Fig. 1: run 1, metal 3
Scale bar: 20 microns.
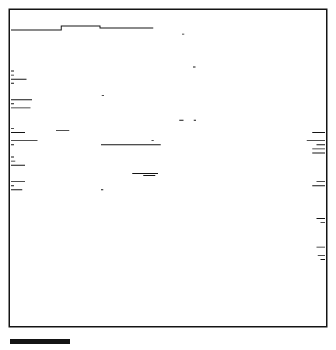
Fig. 2: run 1, gate-type map
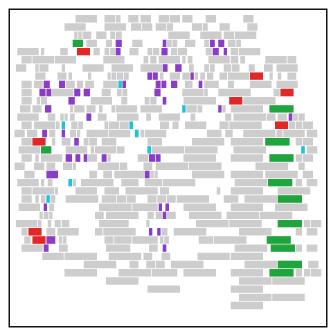
Fig. 3: run 1, met2 routing
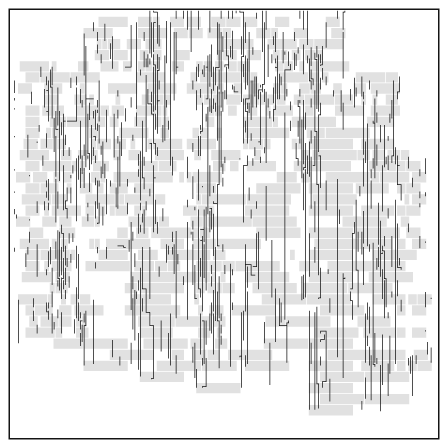
Fig. 4: run 1, routing congestion
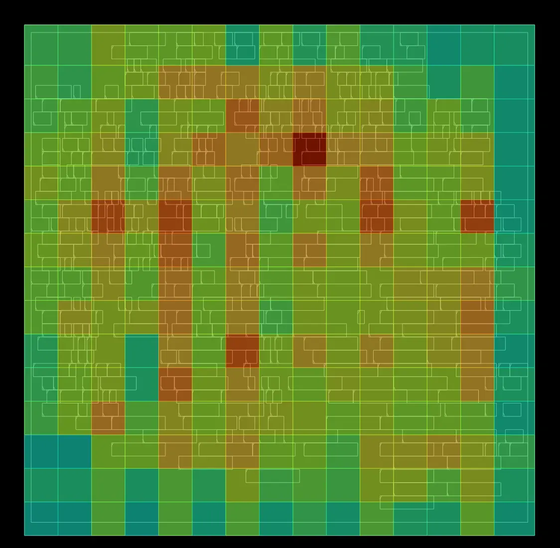
## config.mk

```make
export PLATFORM = sky130hd
export DESIGN_NAME = ecc_serial_rx
export DESIGN_NICKNAME = d
export VERILOG_FILES = /design/src/rtl/ecc_serial_rx.sv
export SDC_FILE = /design/constraint.sdc
export NUM_CORES = 1
export LEC_CHECK = 0
export CAP_MARGIN = 20
export CORE_UTILIZATION = 45
export DETAILED_ROUTE_END_ITERATION = 6
export GPL_ROUTABILITY_DRIVEN = 0
export PLACE_DENSITY = 0.66
export SYNTH_ARGS = -nofsm -noshare
export SYNTH_HDL_FRONTEND = slang
export SYNTH_SLANG_ARGS = --single-unit
```

## constraint.sdc

```tcl
create_clock -name clk -period 3.6 [get_ports clk]
set_input_delay 0.72 -clock clk [delete_from_list [all_inputs] [get_ports clk]]
set_output_delay 0.72 -clock clk [all_outputs]
set_load 0.01 [all_outputs]
```

## src/rtl/ecc_serial_rx.sv

```systemverilog
// ecc_serial_rx: serial Hamming(12,8) frame receiver with SEC (or SECDED when ECC_SECDED_EN is defined), output FIFO and saturating error counters; ports clk, rst, bit_valid, serial_in, out_data, out_corrected, out_uncorrectable, out_valid, out_ready, framing_err, overflow, corr_count, uncorr_count
module ecc_serial_rx #(
  parameter int FIFO_DEPTH = 4,
  parameter int CNT_WIDTH  = 16
) (
  input  logic                 clk,
  input  logic                 rst,
  input  logic                 bit_valid,
  input  logic                 serial_in,
  output logic [7:0]           out_data,
  output logic                 out_corrected,
  output logic                 out_uncorrectable,
  output logic                 out_valid,
  input  logic                 out_ready,
  output logic                 framing_err,
  output logic                 overflow,
  output logic [CNT_WIDTH-1:0] corr_count,
  output logic [CNT_WIDTH-1:0] uncorr_count
);
`ifdef ECC_SECDED_EN
  localparam int N = 13;
`else
  localparam int N = 12;
`endif
  localparam int AW = $clog2(FIFO_DEPTH);
  typedef enum logic [1:0] {IDLE, DATA, STOP} state_t;
  state_t state, state_nx;
  logic [3:0] bit_cnt;
  logic [N-1:0] shreg;
  logic shift_en, frame_ok, frame_bad, rx_vld, dec_vld;
  logic [3:0] syn;
  logic [11:0] fixed;
  logic corr, unc;
  logic [7:0] dec_data;
  logic [9:0] dec_word;
  logic [9:0] mem [FIFO_DEPTH];
  logic [AW:0] wr_ptr, rd_ptr;
  logic empty, full, push, pop;
  always_ff @(posedge clk)
    if (rst) state <= IDLE;
    else state <= state_nx;
  always_comb
    state_nx = !bit_valid ? state :
               state == IDLE ? (serial_in ? IDLE : DATA) :
               state == DATA ? (bit_cnt == 4'(N - 1) ? STOP : DATA) : IDLE;
  always_comb begin
    shift_en  = bit_valid && state == DATA;
    frame_ok  = bit_valid && state == STOP && serial_in;
    frame_bad = bit_valid && state == STOP && !serial_in;
  end
  // The shift register holds the codeword untouched from the stop-bit edge
  // until the next frame's first data bit, so decode reads it directly.
  always_ff @(posedge clk) begin
    if (shift_en) shreg <= {serial_in, shreg[N-1:1]};
    if (rst) begin
      bit_cnt     <= '0;
      rx_vld      <= 1'b0;
      framing_err <= 1'b0;
    end else begin
      bit_cnt     <= state == IDLE ? 4'd0 : bit_cnt + 4'(shift_en);
      rx_vld      <= frame_ok;
      framing_err <= frame_bad;
    end
  end
  always_comb begin
    syn = '0;
    for (int i = 0; i < 12; i++) if (shreg[i]) syn ^= 4'(i + 1);
`ifdef ECC_SECDED_EN
    corr = ^shreg;
    unc  = syn != 4'd0 && !(^shreg);
`else
    corr = syn != 4'd0 && syn <= 4'd12;
    unc  = syn > 4'd12;
`endif
    fixed    = shreg[11:0] ^ ((corr && syn != 4'd0 && syn <= 4'd12) ? 12'd1 << (syn - 4'd1) : 12'd0);
    dec_data = {fixed[11:8], fixed[6:4], fixed[2]};
  end
  always_ff @(posedge clk) begin
    if (rx_vld) dec_word <= {unc, corr, dec_data};
    if (rst) begin
      dec_vld      <= 1'b0;
      corr_count   <= '0;
      uncorr_count <= '0;
    end else begin
      dec_vld <= rx_vld;
      if (rx_vld && corr && !(&corr_count)) corr_count <= corr_count + 1'b1;
      if (rx_vld && unc && !(&uncorr_count)) uncorr_count <= uncorr_count + 1'b1;
    end
  end
  always_comb begin
    empty = wr_ptr == rd_ptr;
    full  = wr_ptr[AW] != rd_ptr[AW] && wr_ptr[AW-1:0] == rd_ptr[AW-1:0];
    pop   = !empty && out_ready;
    push  = dec_vld && (!full || pop);
    out_valid = !empty;
    {out_uncorrectable, out_corrected, out_data} = empty ? 10'd0 : mem[rd_ptr[AW-1:0]];
  end
  always_ff @(posedge clk)
    if (push) mem[wr_ptr[AW-1:0]] <= dec_word;
  always_ff @(posedge clk)
    if (rst) begin
      wr_ptr   <= '0;
      rd_ptr   <= '0;
      overflow <= 1'b0;
    end else begin
      wr_ptr   <= wr_ptr + (AW + 1)'(push);
      rd_ptr   <= rd_ptr + (AW + 1)'(pop);
      overflow <= dec_vld && full && !pop;
    end
endmodule

```

==> results_dict.tcl, run 1 <==
# yosys + openroad results
set metrics [dict create \
    synthTopCellsByArea "edfxtp_1 39%, dfxtp_1 20%, mux4_2 4.7%, xnor2_1 3.9%, nor2_1 3.3%" \
    drt-total-wl_microns 7966 \
    dp_cells 563 \
    postSynthRegisterBits 110 \
    ir_worst_vdd_v 0.0002395 \
    post-synth-top-area-fraction_pct 39.06 \
    vias_per_cell 5.035 \
    fin_tns_setup_ns 0 \
    power.total_w 0.002171 \
    arrival_ns 2.33 \
    synth.yosys.warnings 0 \
    cts_tree "done" \
    reg2reg_depth 6 \
    core_area_sq_mm 0.01028 \
    final_net_count 451 \
    grt_start_max_net_pins 24 \
    power.net_switching_w 0.0004683 \
    slew_headroom_pct 36.61 \
    synthFlopType "edfxtp_1" \
    worst-r2r-setup-slack_ns 0.96 \
    asyncSetResetFlopFracSynth_pct 0 \
    clock-skew-final_ns 0.008440 \
    via_count_of_the_first_global_routing_pass 2936 \
    worst_setup_path_end_kind "primary output" \
    chipHeight_microns 104.9 \
    vias_after_detailed_routing 2915 \
    setup_ws_ns 0.5534 \
    internal_power_w 0.001703 \
    antenna_left 0 \
    critical_path.reg2reg.endpoint "corr_count[3]" \
    postSynthSeqShare_pct 59.21 \
    cts_buffer_depth 2 \
    post_synth_num_cell_types 45 \
    slew_viol_final 0 \
    hpwl_microns 5788 \
    cts_root_buf "clkbuf_8" \
    clkPwrFrac_pct 32.9 \
    power_switching_share_pct 21.57 \
    worst-slew-pin-transition_ns 0.9479 \
    cts_hold_buf 0 \
    cts_sinks 110 \
    dp_slack_ns 0.8996 \
    fp.dieW_microns 104.9 \
    post_synth_instance_area_sq_mm 0.004767 \
    grt_setup_unrepaired "no" \
    synthCells 382 \
    critical_path_required_ns 2.88 \
    synthToLayoutAreaGrowth_pct 17.95 \
    crit_path_max_fanout 12 \
    yosys-stat-area_sq_mm 0.004767 \
    timing.final.setup_violations 0 \
    cap_violations 0 \
    most_common_cell "edfxtp_1" \
    edf_count 62 \
    grt.total_usage_pct 15.82 \
    clk-insertion-delay-late_ns 0.35 \
    cts_setup_buffers 0 \
    fp_nets 395 \
    finalHoldViolCount 0 \
    fmaxAchievable_mhz 328.2 \
    first_pass_grt_wire_length_microns 13930 \
    finalCritPeriodShare_pct 84.63 \
    log.warning_count 26 \
    first_pass_iters 4 \
    power_density_mw_per_mm2 386.2 \
    fraction_of_layout_instances_using_a_drive_strength_above_1_pct 8.804 \
    synth-cells-yosys 382 \
    crit-reg2reg-launch "shreg[2]" \
    crit_path_start_kind "register" \
    post_layout_nonfiller_instances 579 \
    largest_area_cell "edfxtp_1" \
    port_buffers 49 \
    cts_inserted_buffers 9 \
    floorplan.die_area_sq_mm 0.01101 \
    cp-startpoint "rd_ptr[0]" \
    io_pins 50 \
    fin_hold_ws_ns 0.4932 \
    depth_of_the_cts_h_tree 3 \
    grt_overflow 0 \
    outcome "complete, no violations" \
    number_of_rows_created_at_floorplan 37 \
    postCtsResizedCells 0 \
    crit_path_end "out_data[4]" \
    sequentialPowerShare_pct 61.5 \
    syn_area_per_cell_sq_um 12.48 \
    antenna_found_initial 0 \
    drcViolationCount 0 \
]
-- Fig. 1 (at the start) --
longest straight run	19.5 microns
share of all routed wire	2.2%
nets with wire on the layer	36
main direction	horizontal
wire length on this layer	172 microns

-- Fig. 2 (at the start) --
colour	family	cells
green	mux cells	12
purple	nand cells	51
red	fa/ha/maj cells	8
cyan	inv cells	9

-- Fig. 3 (at the start) --
main direction	vertical
wire length on this layer	3700 microns
nets with wire on the layer	376
longest straight run	50.7 microns

-- Fig. 4 (at the start) --
met1 capacity usage during global routing: 21.63%
routed length per placed instance: 13.76 microns
post-route core utilization: 54.71%
Most Crowded Layer GR: met2

[run 1: cell families (layout without fill, tap and decap cells)]
kind of cell	count (synthesis)	count (layout)	share of synthesized area [%]
mux	12	12	5.144
flops	110	110	59.21
buf+inv	20	81	1.706
simple gates	151	151	16.75
fa+ha+maj	8	8	2.100
compound gates	35	35	4.541
xor+xnor	46	46	10.55
[run 1: metrics by stage]
stage | util (%) | cell area, sq um
after floorplan | - | 4767
after global placement | 52.86 | 5433
after detailed placement | 52.86 | 5433
after CTS | 54.71 | 5623
after global routing | 54.71 | 5623
final | 54.71 | 5623
[run 1: power by group through the flow]
stage	clock network (W)	registers, W	logic (W)
6_report	0.000714	0.00133	0.000122
5_1_grt	0.000781	0.00134	0.000136
4_1_cts	0.000740	0.00133	0.000123
3_5_place_dp	0	0.00136	0.000123
3_3_place_gp	0	0.00136	0.000120
2_1_floorplan	0	0.00136	0.0000982
[run 1: worst min path at each step]
stage	start	end	depth (start not counted)
3_5_place_dp	shreg[1]	shreg[0]	0
6_report	shreg[7]	shreg[6]	0
3_3_place_gp	shreg[1]	shreg[0]	0
4_1_cts	shreg[7]	shreg[6]	0
5_1_grt	dec_vld	overflow	1
2_1_floorplan	shreg[10]	shreg[9]	0
[run 1: flip-flops by register name, indices dropped and copies added, names as in the netlist]
register and flops:
bit_cnt 4, corr_count 16, dec_vld 1, dec_word 10, framing_err 1, mem 40, overflow 1, rd_ptr 3
rx_vld 1, shreg 12, state 2, uncorr_count 16, wr_ptr 3
[run 1: per-layer routing]
metal	global-route usage, %	share of wire (%)	vias up
met5	0	0	-
met4	6.237	1.4	0
met3	2.371	2.2	9
met2	25.45	46	44
met1	21.63	50	1370
li1	-	-	1492
[run 1: layout make-up]
type,instances,area [sq um]
tap,136,170.2
multi-input combinational,252,1863
inverter,9,33.78
fill,908,4654
sequential,110,2823
timing repair buffer,56,543.0
clock buffer,11,131.4
clock inverter,5,58.81
[run 1: cells in the final DEF (no fill, tap or decap), types with 2 or more instances in the layout]
cell and n:
or3_1 9, a21oi_1 18, clkbuf_1 2, buf_4 7
nor2_1 42, nor2b_1 17, nand2_1 17, edfxtp_1 62
or4_1 3, xnor2_1 21, nand4_1 15, inv_1 9
nor3_1 8, and4b_1 2, nand3_1 16, xnor3_2 2
dfxtp_1 48, ha_1 8, and3b_1 2, mux4_2 10
clkbuf_8 9, clkdlybuf4s50_1 49, mux2i_1 2, and3_1 5
xnor2_2 3, o21ai_0 9, xor2_1 17, and2_1 7
o31ai_1 3
[run 1: critical path, stage by stage (launching register included)]
cell and delay, ns:
dfxtp_1 0.77, mux4_2 0.59, nor2b_1 0.14, clkdlybuf4s50_1 0.49
Fig. 5: run 1, where the registers sit
Other sequential cells in the stronger grey, the rest of the logic in the fainter grey.
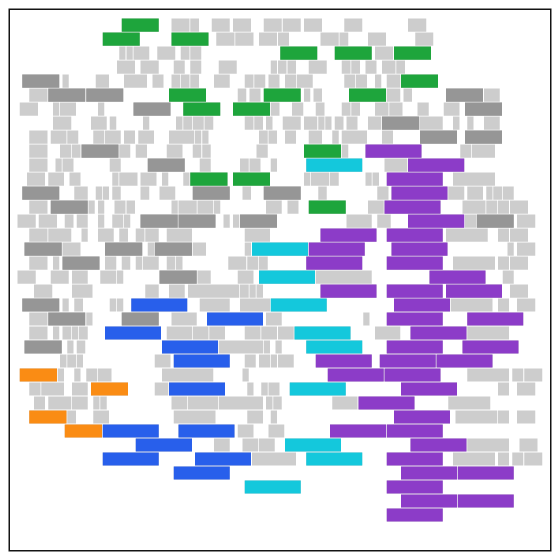

--- run 2 (diff from run 1) ---
- PLACE_DENSITY: 0.66 -> 0.68
- clock period: 3.6 -> 2.6 ns (I/O delays scaled with it)
Fig. 6: run 2, where the registers sit
Other sequential cells in the stronger grey, the rest of the logic in the fainter grey.
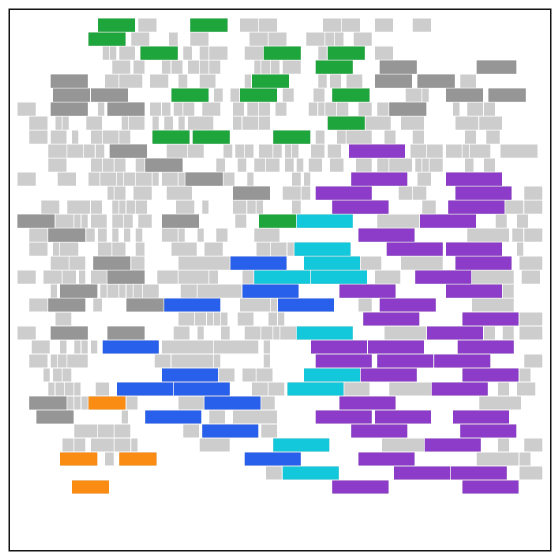
colour	netlist name	flops
purple	mem	40
blue	shreg	12
orange	bit_cnt	4
green	corr_count	16
cyan	dec_word	10
not coloured	28

Fig. 7: run 2, metal 3
Scale bar: 20 microns.
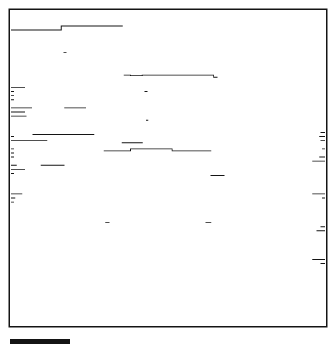
main direction	horizontal
share of all routed wire	2.7%
nets with wire on the layer	36

==> results_dict.tcl, run 2 <==
# yosys + openroad results
set metrics [dict create \
    outcome "complete, no violations" \
    finalCritPeriodShare_pct 97.47 \
    first_pass_iters 4 \
    antenna_found_initial 0 \
    critPathSlowestCell "mux4_2" \
    critical_path.reg2reg.endpoint "uncorr_count[6]" \
    crit_path_max_fanout 12 \
    hold_start "shreg[1]" \
    dp_slack_ns 0.1271 \
    port_buffers 49 \
    ir_worst_vdd_v 0.0003308 \
    vias_per_cell 5.151 \
    power.net_switching_w 0.0007271 \
    hpwl_microns 6042 \
    crit_path_start_kind "register" \
    cts_sinks 110 \
    holdPathStages 0 \
    internal_power_w 0.002291 \
    largest_area_cell "edfxtp_1" \
    cts_hold_buf 0 \
    edf_count 62 \
    floorplan.die_area_sq_mm 0.01101 \
    xor_area_share_pct 10.55 \
    yosys-mux-area-fraction_pct 5.144 \
    post_synth_num_cell_types 45 \
    drcViolationCount 0 \
    path_clk_slew_ns 0.11 \
    cts_tree "done" \
    antenna-diode-count 0 \
    yosys-stat-area_sq_mm 0.004767 \
    post-synth-top-area-fraction_pct 39.06 \
    cts_setup_buffers 0 \
    asyncSetResetFlopFracSynth_pct 0 \
    fraction_of_layout_instances_using_a_drive_strength_above_1_pct 11.73 \
    synth.cellmix.adderShare_pct 2.100 \
    gr-max-usage-layer "met2" \
    log.warning_count 26 \
    clkPwrFrac_pct 33.0 \
    topCombFamilyByArea "simple AND/OR/NAND/NOR gates" \
    syn_area_per_cell_sq_um 12.48 \
    largest_register_ffs 40 \
    dp_cells 572 \
    drt-total-wl_microns 8386 \
    vias_after_detailed_routing 3029 \
    first_pass_grt_wire_length_microns 14050 \
    postSynthRegisterBits 110 \
    critical_path_required_ns 2.08 \
    final_common_cell "edfxtp_1" \
    final_net_count 460 \
    setup_ws_ns 0.06582 \
    reg2reg_depth 6 \
    groute.layer.met2.usage_pct 27.25 \
    depth_of_the_cts_h_tree 3 \
    fp.dieW_microns 104.9 \
    grt.total_usage_pct 16.25 \
    most_common_cell "edfxtp_1" \
    critical-path-max-stage-delay_ns 0.51 \
    worstHoldEndpoint "shreg[0]" \
    chipHeight_microns 104.9 \
    worst_setup_path_end_kind "primary output" \
    antenna_left 0 \
    worst-r2r-setup-slack_ns 0.13 \
    synthFlopType "edfxtp_1" \
    arrival_ns 2.01 \
    leading_post_synthesis_cells_by_instance_count "62 x edfxtp_1, 48 x dfxtp_1, 42 x nor2_1, 21 x xnor2_1, 18 x a21oi_1" \
    power_switching_share_pct 24.09 \
    synthTopCellsByArea "edfxtp_1 39%, dfxtp_1 20%, mux4_2 4.7%, xnor2_1 3.9%, nor2_1 3.3%" \
    leakage_dissipation_nw 2.024 \
    synth.yosys.warnings 0 \
    avgRoutedWirePerCell_microns 14.26 \
    worst-slew-pin-transition_ns 0.7078 \
    crit-reg2reg-launch "shreg[6]" \
    number_of_rows_created_at_floorplan 37 \
    post_layout_nonfiller_instances 588 \
    fin_hold_ws_ns 0.4951 \
    cap_violations 0 \
    worst_hold_path_type "register to register" \
    synthAoiAreaFrac_pct 4.541 \
    cp_num_buf_inv 2 \
    grt_overflow 0 \
    path_cells "buf_12, mux4_2, nor2b_1, clkdlybuf4s50_1" \
    comb_pwr_share_pct 5.8 \
    setup.worst_path.class "register to primary output" \
    fmaxAchievable_mhz 394.6 \
    timing.final.crit_period_ns 2.534 \
    sequentialPowerShare_pct 61.2 \
    clock-skew-final_ns 0.01165 \
    slew_headroom_pct 52.66 \
    detailedRoute.firstIterationViolations 103 \
    met1_capacity_usage_during_global_routing_pct 20.39 \
    cts_inserted_buffers 9 \
    io_pins 50 \
    initCoreUtil_pct 46.38 \
    grt_start_max_net_pins 22 \
    groute.layer.met3.usage_pct 3.431 \
    final_layout_top_logic_cells "62 x edfxtp_1, 47 x dfxtp_1, 45 x clkdlybuf4s50_1, 42 x nor2_1, 21 x xnor2_1" \
    postSynthSeqShare_pct 59.21 \
    via_count_of_the_first_global_routing_pass 3051 \
    core_area_sq_mm 0.01028 \
    timing.final.setup_violations 0 \
    finish.utilization_pct 55.66 \
    clk-insertion-delay-late_ns 0.37 \
    cts_root_buf "clkbuf_8" \
    fp_nets 395 \
    cp_top_family "buffers and inverters" \
    yosys.area_share.simple_pct 16.75 \
    synth-cells-yosys 382 \
    power_density_mw_per_mm2 527.6 \
    cts_buffer_depth 2 \
    post_synth_instance_area_sq_mm 0.004767 \
    synthCells 382 \
    slew_viol_final 0 \
    synthToLayoutAreaGrowth_pct 20.00 \
    finalHoldViolCount 0 \
]
Fig. 8: run 2, gate-type map
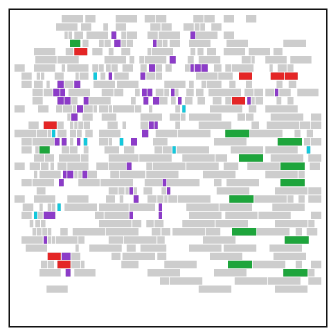
colour	family	cells
cyan	inv cells	9
purple	nand cells	51
green	mux cells	12
red	fa/ha/maj cells	8

run 2: kinds of logic (layout without fill, tap and decap cells):
group	count (synthesis)	in the layout
buffers and inverters	20	90
AOI/OAI and AO/OA	35	35
muxes	12	12
and+or+nand+nor	151	151
adders and majority gates	8	8
DFF	110	110
xor gates and xnor gates	46	46
run 2: worst max path at each step:
stage,from,to,slack [ns],cells past startpoint
after global routing,rd_ptr[0],out_data[0],-0.009,4
after global placement,shreg[6],uncorr_count[6],0.20,6
after CTS,rd_ptr[0],out_data[1],0.008,4
after floorplan,shreg[6],uncorr_count[6],0.20,6
final,rd_ptr[0],out_uncorrectable,0.07,4
after detailed placement,shreg[6],uncorr_count[6],0.13,6
run 2: power by group through the flow:
stage	registers (W)	logic [W]	clock network, W
2_1_floorplan	0.00188	0.000136	0
3_3_place_gp	0.00189	0.000171	0
5_1_grt	0.00185	0.000191	0.00111
3_5_place_dp	0.00189	0.000175	0
4_1_cts	0.00185	0.000176	0.00104
6_report	0.00185	0.000174	0.000997
run 2: final cells by class:
type | count | area, sq um
Fill cell | 888 | 4557
Sequential cell | 110 | 2824
Multi-Input combinational cell | 252 | 1868
Timing Repair Buffer | 65 | 633.1
Tap cell | 136 | 170.2
Clock buffer | 9 | 123.9
Clock inverter | 7 | 67.56
Inverter | 9 | 33.78
run 2: stage by stage:
stage	TNS, ns	total power [W]	area [sq um]
6_report	0	0.003018	5720
5_1_grt	-0.01580	0.003149	5720
4_1_cts	0	0.003059	5705
3_5_place_dp	0	0.002063	5513
3_3_place_gp	0	0.002058	5513
2_1_floorplan	0	0.002020	4767
run 2: per-layer routing:
metal / part of all wire (%) / vias to the layer above / wire (microns)
met3: 2.7 / 13 / 228
met1: 46 / 1449 / 3868
met5: 0 / - / 0
li1: - / 1521 / -
met4: 1.9 / 0 / 158
met2: 49 / 46 / 4130
run 2: repair_timing:
action,CTS,global route
gates resized,1,6
pin swaps,0,0
setup endpoints to repair,11,10
Power and IR drop assume default switching activity.
